`src/rtl/lpc_capture_fifo.sv`:
```
// Capture FIFO on a dual-port RAM with registered read port; first-word-fall-through output, 1 edge write-to-valid beyond the write edge.
// Writer has no backpressure: writes into a full FIFO are dropped and counted; reader uses rd_valid/rd_ready.
module lpc_capture_fifo #(
  parameter int AW          = 8,
  parameter int DW          = 8,
  parameter int AFULL_LEVEL = 2**AW - 4,
  parameter int OVF_W       = 16
) (
  input  logic             clock,
  input  logic             reset_n,
  input  logic             flush,
  input  logic             wr_en,
  input  logic [DW-1:0]    wr_data,
  output logic             rd_valid,
  input  logic             rd_ready,
  output logic [DW-1:0]    rd_data,
  output logic [AW:0]      level,
  output logic             almost_full,
  output logic             overflow,
  output logic [OVF_W-1:0] overflow_count,
  input  logic             clear_overflow
);

  localparam logic [AW:0] AFULL_THR = (AW+1)'(AFULL_LEVEL);

  logic [DW-1:0] mem [2**AW];

  logic [AW:0] wptr, rptr;
  logic [AW:0] wptr_nxt, rptr_nxt, level_nxt;
  logic        rd_valid_nxt;
  logic        ram_empty, ram_full, rd_issue, wr_accept, wr_drop;

  always_comb begin
    ram_empty    = (wptr == rptr);
    ram_full     = (wptr[AW-1:0] == rptr[AW-1:0]) && (wptr[AW] != rptr[AW]);
    rd_issue     = !ram_empty && (!rd_valid || rd_ready);
    // A full RAM still accepts when the head moves out on this edge.
    wr_accept    = wr_en && (!ram_full || rd_issue);
    wr_drop      = wr_en && !wr_accept && !flush;
    wptr_nxt     = wptr;
    rptr_nxt     = rptr;
    rd_valid_nxt = rd_valid;
    if (flush) begin
      wptr_nxt     = '0;
      rptr_nxt     = '0;
      rd_valid_nxt = 1'b0;
    end else begin
      if (wr_accept) wptr_nxt = wptr + (AW+1)'(1);
      if (rd_issue) begin
        rptr_nxt     = rptr + (AW+1)'(1);
        rd_valid_nxt = 1'b1;
      end else if (rd_valid && rd_ready) begin
        rd_valid_nxt = 1'b0;
      end
    end
    level_nxt = (wptr_nxt - rptr_nxt) + {{AW{1'b0}}, rd_valid_nxt};
  end

  always_ff @(posedge clock) begin
    if (wr_accept && !flush) mem[wptr[AW-1:0]] <= wr_data;
  end

  // Same-address read/write returns the old word, which is the correct head when full.
  always_ff @(posedge clock or negedge reset_n) begin
    if (!reset_n) begin
      rd_data <= '0;
    end else if (rd_issue && !flush) begin
      rd_data <= mem[rptr[AW-1:0]];
    end
  end

  always_ff @(posedge clock or negedge reset_n) begin
    if (!reset_n) begin
      wptr        <= '0;
      rptr        <= '0;
      rd_valid    <= 1'b0;
      level       <= '0;
      almost_full <= 1'b0;
    end else begin
      wptr        <= wptr_nxt;
      rptr        <= rptr_nxt;
      rd_valid    <= rd_valid_nxt;
      level       <= level_nxt;
      almost_full <= (level_nxt >= AFULL_THR);
    end
  end

  always_ff @(posedge clock or negedge reset_n) begin
    if (!reset_n) begin
      overflow       <= 1'b0;
      overflow_count <= '0;
    end else if (clear_overflow) begin
      overflow       <= wr_drop;
      overflow_count <= wr_drop ? OVF_W'(1) : '0;
    end else if (wr_drop) begin
      overflow <= 1'b1;
      if (!(&overflow_count)) overflow_count <= overflow_count + OVF_W'(1);
    end
  end

endmodule

```
`config.mk`:
```
export PLATFORM = sky130hd
export DESIGN_NAME = lpc_capture_fifo
export DESIGN_NICKNAME = d
export VERILOG_FILES = /design/src/rtl/lpc_capture_fifo.sv
export SDC_FILE = /design/constraint.sdc
export NUM_CORES = 2
export LEC_CHECK = 0
export CORE_AREA = 5 5 462 464
export DETAILED_ROUTE_END_ITERATION = 8
export DIE_AREA = 0 0 467 469
export PLACE_DENSITY = 0.64
export SLEW_MARGIN = 20
export SYNTH_ARGS = -nofsm -noshare
export SYNTH_HDL_FRONTEND = slang
export SYNTH_SLANG_ARGS = --single-unit
```
`constraint.sdc`:
```
create_clock -name clock -period 10.2 [get_ports clock]
set_input_delay 2.55 -clock clock [delete_from_list [all_inputs] [get_ports clock]]
set_output_delay 2.55 -clock clock [all_outputs]
set_load 0.02 [all_outputs]
```
**Supply network**

Bar = 100 µm. Pins as bars on the die edge.
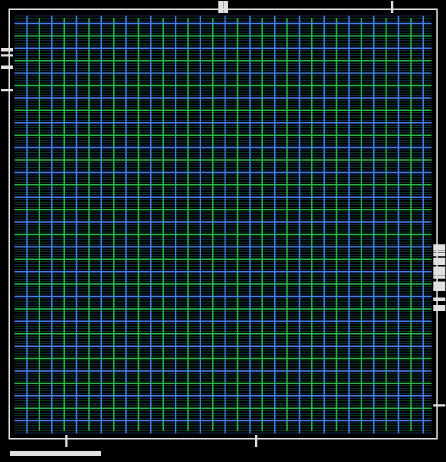
green -> VDD
blue -> VSS
met5 straps = 33
met4 straps = 33
rows = 168
die height: 469 µm
CORE AREA: 0.209 mm²
Die W: 467 µm
Worst IR Drop VDD: 0.146 mV

==> flow_metrics.tcl <==
# collected from the flow reports
set metrics [dict create \
    p_seq_mw 9.61 \
    final.setup_skew_ns 0.0409 \
    ys_seq_elements 2102 \
    yosysWarnings 0 \
    clk_pin_slew_ns 0.06 \
    yosys-stat-area_mm2 0.0831 \
    status "finished, final reports clean" \
    hp-class "flip-flop to flip-flop" \
    grtUsageTotal 0.206 \
    simple_gate_area_frac 0.0342 \
    tightest_slew_ns 1.23 \
    arrival_ns 6.34 \
    port-buffer-count 49 \
    avgViaCountPerCell 5.95 \
    chipArea_mm2 0.219 \
    ioPinCount 50 \
    netlist_top_cells_area "edfxtp_1 (74%), mux4_2 (12%), mux2i_1 (2.9%)" \
    ys_sh_adder 0.00356 \
    edf_count 2048 \
    drt_iter0_markers 6388 \
    critPathRequiredTime_ns 10.91 \
    yosys-top-cells-count "edfxtp_1 (2048), mux4_2 (432), nor2_1 (256)" \
    rows 168 \
    largest_register_ffs 2048 \
    drc 0 \
    top_power_group "sequential cells" \
    hpwl_um 135000 \
    ys_cells 4108 \
    post-place-ws_ns 3.76 \
    ys_sh_aoi 0.0290 \
    fp_util 0.398 \
    clkPwrFrac 0.364 \
    rsz0062_at_grt "false" \
    path_cells "clkdlybuf4s50_1 -> nor2b_1 -> nand2_1 -> o311ai_1 -> xor2_1 -> nor2_1 -> ha_1 -> ha_1 -> nor2b_1 -> o21ai_0 -> a21oi_1 -> o41ai_1 -> xnor2_1 -> xnor3_1 -> a41o_1" \
    min_period_over_period 0.552 \
    fin_ws_ns 4.57 \
    finalSetupViolations 0 \
    clk-power_mw 7.51 \
    final_max_slew_viol_count 0 \
    cp-end-kind "flip-flop" \
    p_comb_mw 3.50 \
    antenna_found_initial 9 \
    wl_per_cell_um 31.7 \
    insertion_delay_ns 0.85 \
    grt_max_degree 167 \
    hold_violations 0 \
    dr.pass1.iters 6 \
    largest_area_cell "edfxtp_1" \
    worst-path-max-fanout 5 \
    place_area_mm2 0.0867 \
    powerDensity_mw_per_mm2 221 \
    grt_pass1_wl_um 323000 \
    p_comb_frac 0.170 \
    warnings 60 \
    path_buffers 1 \
    max_stage_delay_ns 0.53 \
    post-route-cell-area_mm2 0.0934 \
]
**Wires at chosen ports, followed through buffers**

Bar = 100 µm.
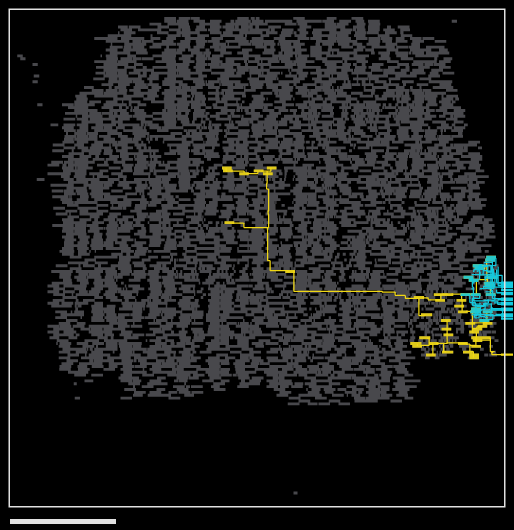
cyan -> overflow_count  # bits 16, direction output, end cells 16, buffers 16, wire 744 µm
yellow -> reset_n  # bits 1, direction input, end cells 54, buffers 2, wire 758 µm

-- metrics by stage --
step                      hold WS [ns]  instances  utilization  power [mW]
after floorplan                  0.596       4108            -        12.2
after global placement           0.513       6812        0.415        13.3
after detailed placement         0.527       6812        0.415        13.3
after CTS                        0.535       7176        0.447        20.7
after global routing             0.608       7177        0.448        21.3
final                            0.526       7182        0.448        20.6
-- cells by family after synthesis --
kind of cell / count (synthesis)
AND/OR/NAND/NOR: 620
adder cells (fa/ha/maj): 23
flip-flops: 2102
buffers and inverters: 269
XOR/XNOR: 46
AND-OR/OR-AND: 346
multiplexers: 702
-- per-layer routing --
layer / global-route usage / share of wire / wire length [µm]
met3: 0.0502 / 0.11 / 25700
met2: 0.311 / 0.46 / 104000
met4: 0.0642 / 0.032 / 7290
met5: 0 / 0.00011 / 24
met1: 0.297 / 0.40 / 90900
-- area by class of cell --
class	instances	area, µm²
clock buffers	232	5180
diodes	6	15.0
multi-input cells	1737	19000
flip-flops and latches	2102	62900
clock inverters	132	1410
well taps	2805	3510
inverters	18	68.8
fillers	17318	115000
repair buffers	150	1410
-- cells in the final DEF, fill, tap and decap left out, types with 48 or more instances in the layout --
cell	count
clkbuf_16	201
o21ai_0	57
a22oi_1	81
edfxtp_1	2048
a21oi_1	48
mux4_2	432
dfrtp_1	49
nor2_1	252
nand2_1	111
mux2i_1	243
buf_4	90
-- worst paths after layout --
kind | startpoint | cells past startpoint | slack (ns) | to
worst max-delay path | rd_ready | 15 | 4.57 | almost_full
worst min-delay path | overflow | 2 | 0.53 | overflow
worst max register to register | rptr[1] | 14 | 5.19 | almost_full
worst min register to register | overflow | 2 | 0.53 | overflow
max in group asynchronous | reset_n | 2 | 7.64 | rptr[1]
min in group asynchronous | reset_n | 2 | 1.92 | level[6]
Power and IR drop assume default switching activity.
